**Floorplan with the power grid**

Bar = 20 µm. Pins as bars on the die edge.
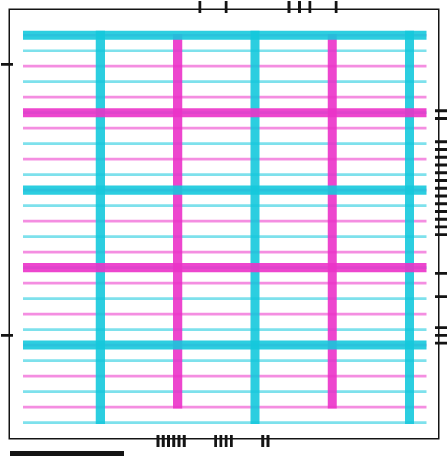
**Cell classes on the final placement**

Bar = 20 µm.
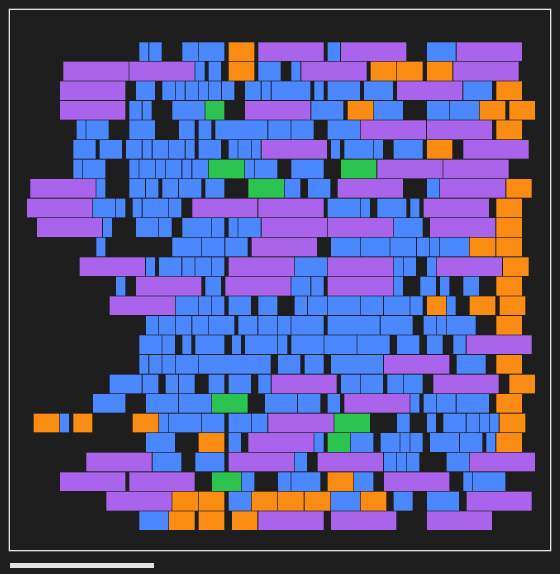
**Clock distribution**

Bar = 20 µm.
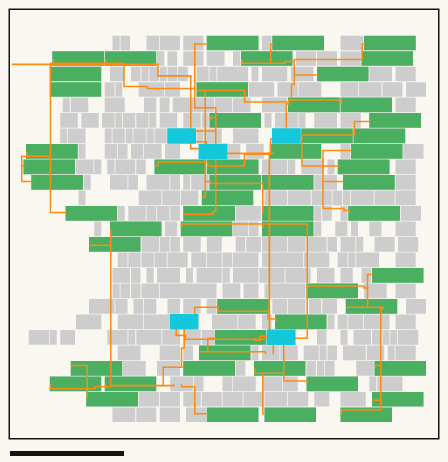
**Routed metal, one colour a layer**

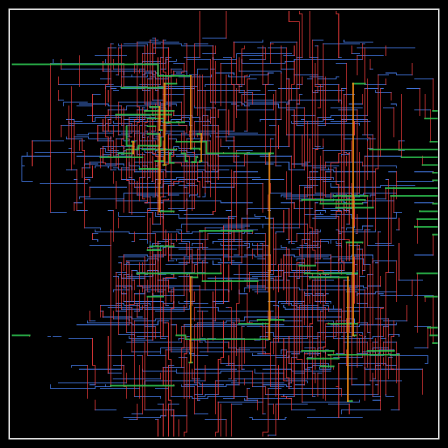
**Track usage over the die**

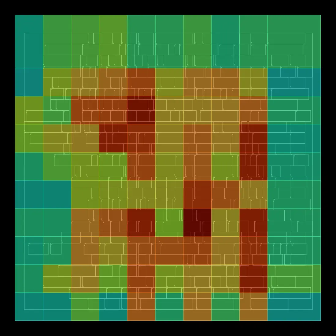
### src/rtl/keypad_entry.sv
// Turns debounced keypad presses into digit entry and operator/enter/clear events.
// Latency: ready rising -> event pulses five cycles later; no backpressure, one action per physical press.
module keypad_entry #(
    parameter  int WIDTH          = 8,
    parameter  int MAX_DIGITS     = 3,
    parameter  int RELEASE_CYCLES = 50000,
    localparam int CW             = $clog2(MAX_DIGITS + 1)
) (
    input  logic             clk_i,
    input  logic             rst_i,
    input  logic [7:0]       tecla_i,
    input  logic             ready_i,
    output logic [WIDTH-1:0] entry_o,
    output logic [CW-1:0]    digit_count_o,
    output logic             overflow_o,
    output logic [WIDTH-1:0] operand_o,
    output logic             operand_valid_o,
    output logic [1:0]       op_code_o,
    output logic             op_valid_o,
    output logic [3:0]       key_code_o,
    output logic             key_pulse_o,
    output logic             busy_o
);

    localparam int RW = $clog2(RELEASE_CYCLES + 1);
    localparam int XW = WIDTH + 4;

    typedef enum logic [1:0] {
        IDLE     = 2'd0,
        CAPTURE  = 2'd1,
        EXEC     = 2'd2,
        WAIT_REL = 2'd3
    } state_t;

    state_t          state_q, state_d;
    logic            ready_meta_q;
    logic            rs_q;
    logic [RW-1:0]   rel_cnt_q, rel_cnt_d;
    logic [7:0]      key_reg_q, key_reg_d;

    logic [WIDTH-1:0] entry_q, entry_d;
    logic [CW-1:0]    digit_count_q, digit_count_d;
    logic             overflow_q, overflow_d;
    logic [WIDTH-1:0] operand_q, operand_d;
    logic             operand_valid_q, operand_valid_d;
    logic [1:0]       op_code_q, op_code_d;
    logic             op_valid_q, op_valid_d;
    logic [3:0]       key_code_q, key_code_d;
    logic             key_pulse_q, key_pulse_d;

    logic [XW-1:0]    entry_ext;
    logic [XW-1:0]    digit_ext;
    logic [XW-1:0]    acc;
    logic [3:0]       op_offset;
    logic             is_key;

    // ready is asynchronous to our sampling; two flops before any decision is made on it
    always_ff @(posedge clk_i or posedge rst_i) begin
        if (rst_i) begin
            ready_meta_q <= 1'b0;
            rs_q         <= 1'b0;
        end else begin
            ready_meta_q <= ready_i;
            rs_q         <= ready_meta_q;
        end
    end

    always_ff @(posedge clk_i or posedge rst_i) begin
        if (rst_i) begin
            state_q   <= IDLE;
            rel_cnt_q <= '0;
            key_reg_q <= '0;
        end else begin
            state_q   <= state_d;
            rel_cnt_q <= rel_cnt_d;
            key_reg_q <= key_reg_d;
        end
    end

    always_comb begin
        state_d   = state_q;
        rel_cnt_d = rel_cnt_q;
        key_reg_d = key_reg_q;
        unique case (state_q)
            IDLE: begin
                if (rs_q) state_d = CAPTURE;
            end
            CAPTURE: begin
                rel_cnt_d = '0;
                if (rs_q) begin
                    key_reg_d = tecla_i;
                    state_d   = EXEC;
                end else begin
                    state_d = WAIT_REL;
                end
            end
            EXEC: begin
                rel_cnt_d = '0;
                state_d   = WAIT_REL;
            end
            WAIT_REL: begin
                // any synced-high cycle restarts the release window, so bounce never re-arms
                if (rs_q) begin
                    rel_cnt_d = '0;
                end else if (rel_cnt_q == RW'(RELEASE_CYCLES - 1)) begin
                    rel_cnt_d = '0;
                    state_d   = IDLE;
                end else begin
                    rel_cnt_d = rel_cnt_q + 1'b1;
                end
            end
            default: state_d = IDLE;
        endcase
    end

    always_comb begin
        entry_d         = entry_q;
        digit_count_d   = digit_count_q;
        overflow_d      = overflow_q;
        operand_d       = operand_q;
        operand_valid_d = 1'b0;
        op_code_d       = op_code_q;
        op_valid_d      = 1'b0;
        key_code_d      = key_code_q;
        key_pulse_d     = 1'b0;

        entry_ext = {4'b0000, entry_q};
        digit_ext = XW'(key_reg_q[3:0]);
        acc       = (entry_ext << 3) + (entry_ext << 1) + digit_ext;
        op_offset = key_reg_q[3:0] - 4'hA;
        is_key    = (state_q == EXEC) && (key_reg_q[7:4] == 4'h0);

        if (is_key) begin
            key_pulse_d = 1'b1;
            key_code_d  = key_reg_q[3:0];
            if (key_reg_q[3:0] <= 4'd9) begin
                if (digit_count_q < CW'(MAX_DIGITS)) begin
                    if (acc > {4'b0000, {WIDTH{1'b1}}}) begin
                        entry_d    = '1;
                        overflow_d = 1'b1;
                    end else begin
                        entry_d = acc[WIDTH-1:0];
                    end
                    digit_count_d = digit_count_q + 1'b1;
                end
            end else if (key_reg_q[3:0] <= 4'hD) begin
                op_code_d  = op_offset[1:0];
                op_valid_d = 1'b1;
                if (digit_count_q != '0) begin
                    operand_d       = entry_q;
                    operand_valid_d = 1'b1;
                end
                entry_d       = '0;
                digit_count_d = '0;
                overflow_d    = 1'b0;
            end else if (key_reg_q[3:0] == 4'hE) begin
                entry_d       = '0;
                digit_count_d = '0;
                overflow_d    = 1'b0;
            end else if (digit_count_q != '0) begin
                operand_d       = entry_q;
                operand_valid_d = 1'b1;
                entry_d         = '0;
                digit_count_d   = '0;
                overflow_d      = 1'b0;
            end
        end
    end

    always_ff @(posedge clk_i or posedge rst_i) begin
        if (rst_i) begin
            entry_q         <= '0;
            digit_count_q   <= '0;
            overflow_q      <= 1'b0;
            operand_q       <= '0;
            operand_valid_q <= 1'b0;
            op_code_q       <= '0;
            op_valid_q      <= 1'b0;
            key_code_q      <= '0;
            key_pulse_q     <= 1'b0;
        end else begin
            entry_q         <= entry_d;
            digit_count_q   <= digit_count_d;
            overflow_q      <= overflow_d;
            operand_q       <= operand_d;
            operand_valid_q <= operand_valid_d;
            op_code_q       <= op_code_d;
            op_valid_q      <= op_valid_d;
            key_code_q      <= key_code_d;
            key_pulse_q     <= key_pulse_d;
        end
    end

    assign entry_o         = entry_q;
    assign digit_count_o   = digit_count_q;
    assign overflow_o      = overflow_q;
    assign operand_o       = operand_q;
    assign operand_valid_o = operand_valid_q;
    assign op_code_o       = op_code_q;
    assign op_valid_o      = op_valid_q;
    assign key_code_o      = key_code_q;
    assign key_pulse_o     = key_pulse_q;
    assign busy_o          = (state_q != IDLE);

endmodule

### config.mk
export PLATFORM = sky130hd
export DESIGN_NAME = keypad_entry
export DESIGN_NICKNAME = d
export VERILOG_FILES = /design/src/rtl/keypad_entry.sv
export SDC_FILE = /design/constraint.sdc
export NUM_CORES = 1
export LEC_CHECK = 0
export CAP_MARGIN = 0
export CORE_MARGIN = 2
export CORE_UTILIZATION = 62
export CTS_BUF_LIST = sky130_fd_sc_hd__clkbuf_8
export CTS_CLUSTER_SIZE = 12
export DETAILED_ROUTE_END_ITERATION = 10
export PLACE_DENSITY = 0.95
export SLEW_MARGIN = 10
export SYNTH_ARGS = -nofsm -noshare
export SYNTH_HDL_FRONTEND = slang
export SYNTH_SLANG_ARGS = --single-unit
export TNS_END_PERCENT = 100
### constraint.sdc
create_clock -name clk_i -period 5.3 [get_ports clk_i]
set_clock_uncertainty 0.2 [all_clocks]
set_input_delay 1.06 -clock clk_i [delete_from_list [all_inputs] [get_ports clk_i]]
set_output_delay 1.06 -clock clk_i [all_outputs]
set_load 0.01 [all_outputs]
==> flow_summary_export.csv <==
group,metric,value,unit
synth,yosys_area,3140,µm²
routing,dr.pass1.iters,5,
worst_hold_path,hold_end,"rs_q",
finish,logic_area,1660,µm²
routing,maxUsedRoutingLayer,"met4",
floorplanning,die_h,75.2,µm
finish,seq_cell_count,56,
synth,yosys-top-cells-count,"dfrtp_1, ha_1, nand2_1, mux2_2, o21ai_0",
synth,async_flop_share,100,%
clock_tree,cts_sinks,56,
power,combinationalPowerShare,48.9,%
floorplanning,n_tap_cell,67,
final_timing,tns,0,ns
routing,drt-wirelength-per-cell,17.3,µm
synth,synth.distinct_cells,53,
synth,ys_sh_simple,14.5,%
grt,top_usage_layer,"met2",
clock_tree,cts_tree,"done",
power,clockPowerShare,14.7,%
place,dpl_cell_area,3590,µm²
power,p_sw_share,41.6,%
finish,fin_area,3690,µm²
routing,vias,2523,
synth,ys_sh_adder,10.4,%
setup_path,slowest_delay,0.59,ns
finish,clkCellAreaFrac,2.61,%
setup_path,endpoint,"busy_o",
setup_path,critical_path.max_fanout,15,
setup_path,path_common_cell,"inv_1",
synth,synthCells,290,
clock_tree,clock-root-buffer,"clkbuf_8",
finish,multiInputCombCellCount,216,
finish,bufAreaShareNonClock,11.0,%
final_timing,final_hold_viol_count,0,
worst_hold_path,hp-start,"ready_meta_q",
status,status,"complete, no violations",
finish,regMostFlops,"rel_cnt_q",
synth,yosysCellCount,290,
About 'floorplan with the power grid':
Magenta stands for VDD. Cyan stands for VSS.
5 straps on met4. 5 straps on met5. 40 signal pins sit on the boundary. 26 met1 rails follow the rows.

About 'cell classes on the final placement':
Orange stands for other buffers and delay cells, cells 41, share of their area 11%. Purple stands for flip-flops, cells 56, share of their area 39%. Green stands for clock drivers and dummy loads, cells 8, share of their area 2.7%. Blue stands for all other logic, cells 228, share of their area 47%.

About 'clock distribution':
Green stands for flip-flops, count 56. Cyan stands for cells driving clock nets, count 5. Orange stands for clock wires, length 690 µm.
Position of the flops: widely spread.

About 'routed metal, one colour a layer':
Blue stands for met1, wire length 2,990 µm. Green stands for met3, wire length 372 µm. Orange stands for met4, wire length 165 µm. Red stands for met2, wire length 3,390 µm.

About 'track usage over the die':
M2 GR Usage: 42.6%
Final Util: 76.6%
met1 Use GR: 35.7%
Tot GR Track Use: 26.0%

Power is estimated from default activity; no workload was simulated.
